$ cat src/rtl/yarp_pkg.sv
// Shared types and constants for the yarp core pipeline.
package yarp_pkg;

    typedef enum logic [1:0] {
        S_IDLE,
        S_REQ,
        S_WAIT,
        S_HOLD
    } fetch_state_t;

    localparam logic [31:0] INSTR_BYTES = 32'd4;

endpackage

$ cat src/rtl/instr_fetch.sv
// Instruction fetch: owns the PC, issues one imem request at a time, hands words to decode.
// Latency: request -> instr_valid_o two cycles later with immediate grant and one-cycle response.
// Backpressure: holds the fetched word until decode accepts; redirect discards stale work.
module instr_fetch
    import yarp_pkg::*;
#(
    parameter logic [31:0] RESET_PC = 32'h0000_0000
) (
    input  logic        clk,
    input  logic        reset_n,
    output logic        imem_req_o,
    output logic [31:0] imem_addr_o,
    input  logic        imem_gnt_i,
    input  logic        imem_rvalid_i,
    input  logic [31:0] imem_rdata_i,
    input  logic        redirect_i,
    input  logic [31:0] redirect_pc_i,
    output logic        instr_valid_o,
    input  logic        instr_ready_i,
    output logic [31:0] instr_o,
    output logic [31:0] pc_o
);

    fetch_state_t state_q, state_d;
    logic [31:0]  pc_q, pc_d;
    logic         drop_q, drop_d;
    logic [31:0]  instr_q, instr_d;
    logic [31:0]  pc_out_q, pc_out_d;
    logic [31:0]  redirect_tgt;

    assign redirect_tgt  = {redirect_pc_i[31:2], 2'b00};
    assign imem_req_o    = (state_q == S_REQ);
    assign imem_addr_o   = pc_q;
    // Redirect suppresses valid in the same cycle so a stale word never reaches decode.
    assign instr_valid_o = (state_q == S_HOLD) & ~redirect_i;
    assign instr_o       = instr_q;
    assign pc_o          = pc_out_q;

    always_comb begin
        state_d  = state_q;
        pc_d     = pc_q;
        drop_d   = drop_q;
        instr_d  = instr_q;
        pc_out_d = pc_out_q;

        if (redirect_i) begin
            pc_d = redirect_tgt;
            unique case (state_q)
                S_IDLE: ;
                S_REQ: begin
                    if (imem_gnt_i) begin
                        state_d = S_WAIT;
                        drop_d  = 1'b1;
                    end
                end
                S_WAIT: begin
                    if (imem_rvalid_i) begin
                        state_d = S_REQ;
                        drop_d  = 1'b0;
                    end else begin
                        drop_d  = 1'b1;
                    end
                end
                S_HOLD: state_d = S_REQ;
                default: state_d = S_IDLE;
            endcase
        end else begin
            unique case (state_q)
                S_IDLE: state_d = S_REQ;
                S_REQ: begin
                    if (imem_gnt_i) begin
                        state_d = S_WAIT;
                    end
                end
                S_WAIT: begin
                    if (imem_rvalid_i) begin
                        if (drop_q) begin
                            drop_d  = 1'b0;
                            state_d = S_REQ;
                        end else begin
                            instr_d  = imem_rdata_i;
                            pc_out_d = pc_q;
                            state_d  = S_HOLD;
                        end
                    end
                end
                S_HOLD: begin
                    if (instr_ready_i) begin
                        pc_d    = pc_q + INSTR_BYTES;
                        state_d = S_REQ;
                    end
                end
                default: state_d = S_IDLE;
            endcase
        end
    end

    always_ff @(posedge clk) begin
        if (!reset_n) begin
            state_q  <= S_IDLE;
            pc_q     <= RESET_PC;
            drop_q   <= 1'b0;
            instr_q  <= 32'h0;
            pc_out_q <= RESET_PC;
        end else begin
            state_q  <= state_d;
            pc_q     <= pc_d;
            drop_q   <= drop_d;
            instr_q  <= instr_d;
            pc_out_q <= pc_out_d;
        end
    end

endmodule

$ cat config.mk
export PLATFORM = sky130hd
export DESIGN_NAME = instr_fetch
export DESIGN_NICKNAME = d
export VERILOG_FILES = /design/src/rtl/yarp_pkg.sv /design/src/rtl/instr_fetch.sv
export SDC_FILE = /design/constraint.sdc
export NUM_CORES = 1
export LEC_CHECK = 0
export ABC_AREA = 1
export ABC_CLOCK_PERIOD_IN_PS = 1800
export CAP_MARGIN = 30
export CORE_MARGIN = 4
export CORE_UTILIZATION = 45
export DETAILED_ROUTE_END_ITERATION = 10
export PLACE_DENSITY = 0.8
export SLEW_MARGIN = 30
export SYNTH_ARGS = -nofsm -noshare
export SYNTH_HDL_FRONTEND = slang
export SYNTH_SLANG_ARGS = --single-unit
$ cat constraint.sdc
create_clock -name clk -period 1.8 [get_ports clk]
set_input_delay 0.36 -clock clk [delete_from_list [all_inputs] [get_ports clk]]
set_output_delay 0.36 -clock clk [all_outputs]
set_load 0.01 [all_outputs]
Figure 1. Local utilization.
11 x 11 tiles, from white (low) to dark blue (high), 0 to 100% covered.
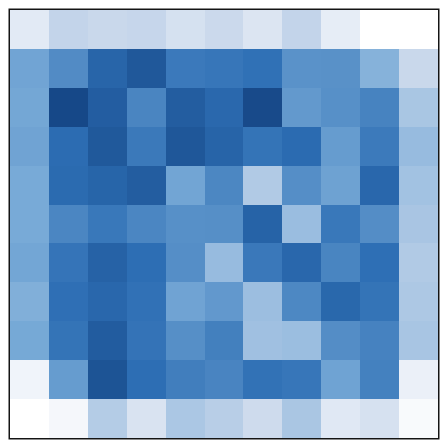
mean over tiles: 54%
densest ninth of the die: left middle
fullest tile: 90%
nearly empty tiles: 2.5%
initial core utilization: 0.470
Final Core Density: 0.677
core region area: 9950 um^2

Figure 2. Met1 routing.
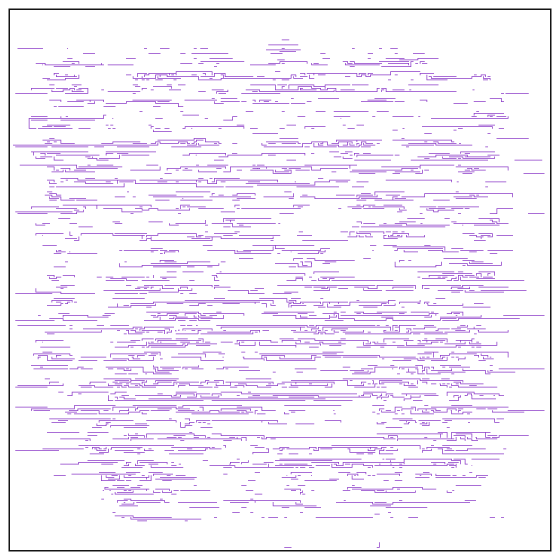
main direction: horizontal
longest straight run: 35.9 um
total wire length after detailed routing: 15100 um
met1 GRT Util: 0.291
routed vias: 5053

Figure 3. Placement view.
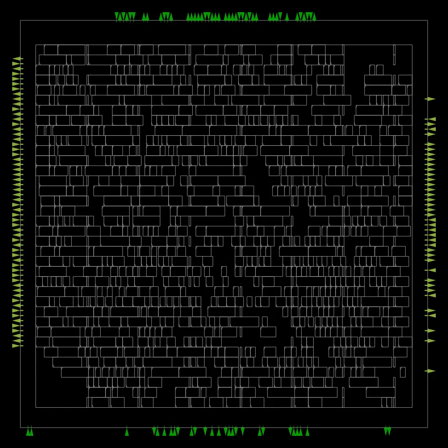
Seq/total area: 0.286
seq_cells: 95

==> flow_summary.toml <==
# implementation run metrics
[outcome]
outcome = "completed"

[timing]
finalSetupViolations = 0
final_critical_path_setup_slack_ns = 0.0313
finalWorstPathRequiredPeriod_ns = 1.77
rsz0062_at_grt = "false"
worst_clk_skew_ns = 0.0149
maxClockFrequency_mhz = 565
hold_viol = 0

[drt]
drt-wirelength-per-cell_um = 15.5
drcViolationCount = 0
drt_pre_antenna_iters = 4
detailedRoute.firstIterationViolations = 361

[logic_synthesis]
synth_chip_area_um2 = 4680
yosysCellCount = 676
post_synth_instance_area_um2 = 4680
synth_top_flop_cell = "dfxtp_1"
synth_async_sr_flop_share = 0
yosys.area_share.aoi = 0.170
synth_warnings = 0
synth_area_per_cell_um2 = 6.92
ys_seq_share = 0.407
synth-edff-count = 0
synth_adder_area_share = 0.0107
yosys.area_share.xor_xnor = 0

[critical_path]
worstPathCellList = "clkdlybuf4s50_1"
cp-endpoint = "imem_addr_o[14]"
critical_path.max_fanout = 5
cpLargestDelayFamily = "buffers and inverters"
regToRegSetupSlack_ns = 0.12
cp_slowest_cell = "clkdlybuf4s50_1"
reg2reg_from = "state_q[0]"
worstPathBufferInverterCount = 1
worst_setup_path_start_kind = "flop"
worst-endpoint-arrival_ns = 1.41
critical_path.max_stage_delay_ns = 0.59
critical_path_class = "reg -> out"
timing.critical_path.from = "imem_addr_o[14]"

[placed_design]
placement.setup.worst_slack_ns = -0.202
final_gp_congestion = 0.932
dpl.hpwl_um = 11500
place.port_buffers = 161

[grt]
grt_max_degree = 69
grt_util_met3 = 0.0822
antenna_found_initial = 0
grt_overflow_total = 0
grt_pass1_wl_um = 23400
grt.busiest_layer = "met2"
number_of_global_route_vias_before_repair = 4892
total_global_route_track_usage = 0.247

[die]
core.rowCount = 36
pin_count = 168
chip_area_um2 = 12100
die-height_um = 110
die_width_um = 110

[worst_hold_path]
timing.hold.worst.class = "in -> reg"
hold-path-endpoint = "imem_addr_o[10]"

[cts]
cts_inserted_buffers = 9
max-clock-path-buffers = 2
cts_sinks = 95
clock_tree_from_tritoncts = "built"
cts.hold.buffers_added = 0
root_buffer = "clkbuf_8"

[final_layout]
mostFrequentLayoutCells = "clkdlybuf4s50_1, nand2_1, nor2_1"
finalNetCount = 914
synthToLayoutAreaGrowth_pct = 44.0
fillCellCount = 879
layout_top_cell_excl_fill_tap = "clkdlybuf4s50_1"
antenna_cells_inserted = 0

[flow_run]
number_of_openroad_warnings = 30
Figure 4. Sequential cells colored by netlist name.
Other sequential cells in the stronger gray, the rest of the logic in the fainter gray.
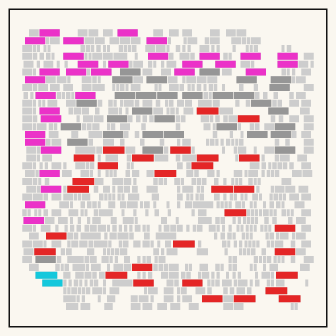
legend:
  red:
    signal: imem_addr_o
    sequential_cells: 30
  cyan:
    signal: state_q
    sequential_cells: 2
  magenta:
    signal: instr_o
    sequential_cells: 32
Reg area: 1930 um^2
Flop+latch power: 2.51 mW

Figure 5. M2 wires.
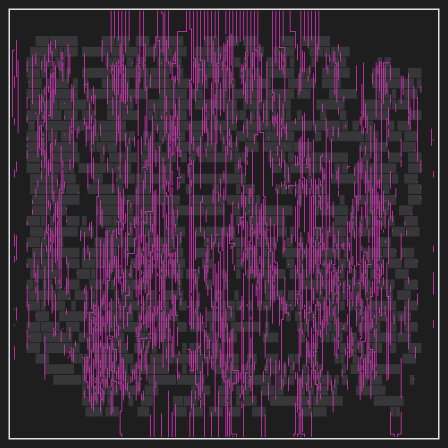
wire length on this layer: 7240 um
longest straight run: 55.4 um
share of all routed wire: 48%
nets with wire on the layer: 757
main direction: vertical
global-route met2 utilization: 0.419

## layer usage
| layer | wire [um] | share of wire |
|---|---|---|
| met5 | 0 | 0 |
| met4 | 318 | 0.021 |
| met3 | 1380 | 0.091 |
| met2 | 7240 | 0.48 |
| met1 | 6180 | 0.41 |
## stage by stage
stage          instance area (um^2)  hold slack [ns]  total power, mW  instances
2_1_floorplan                  4690            0.495             3.21        679
3_5_place_dp                   6530            0.494             4.03        962
6_report                       6740            0.457             5.33        978
5_1_grt                        6740            0.471             5.59        978
3_3_place_gp                   6530            0.489             3.97        962
4_1_cts                        6710            0.442             5.34        978
## flip-flops by register name (all words and copies together), names as in the netlist
name and flops:
instr_o 32, state_q 2, drop_q 1, pc_o 30, imem_addr_o 30
## area by class of cell
| type | count | share of cell area |
|---|---|---|
| clock buffer | 10 | 0.0189 |
| multi-input combinational | 481 | 0.350 |
| sequential | 95 | 0.286 |
| timing repair buffer | 189 | 0.277 |
| tap | 133 | 0.0247 |
| inverter | 64 | 0.0357 |
| clock inverter | 6 | 0.00743 |
## power by group
group	leakage, nW	switching [mW]	internal, mW	total [mW]
Combinational	1.84	0.744	0.747	1.49
Sequential	0.781	0.180	2.33	2.51
Clock	0.0843	0.807	0.523	1.33
Total	2.70	1.73	3.60	5.33
## cells in the mapped netlist (all sizes together) (4+ instances only)
library cell  number  area (um^2)
nand2            137          549
buf               21          128
o21ai             80          400
ha                 4         50.1
nor3               8         51.3
nand4              4         25.0
o211ai             4         30.0
a22oi              4         30.0
dfxtp             95         1900
nand3             49          255
inv               64          240
a21oi             43          256
a31oi              4         25.0
nor2             130          587
clkbuf            18         68.8
## what timing repair did
item / 4_1_cts / 5_1_grt
resized: 11 / 13
endpoints found under the setup margin: 10 / 15
setup buffers: 0 / 0
cloned: 0 / 0
Power figures rest on the tool's default switching activity, not on a simulated workload.
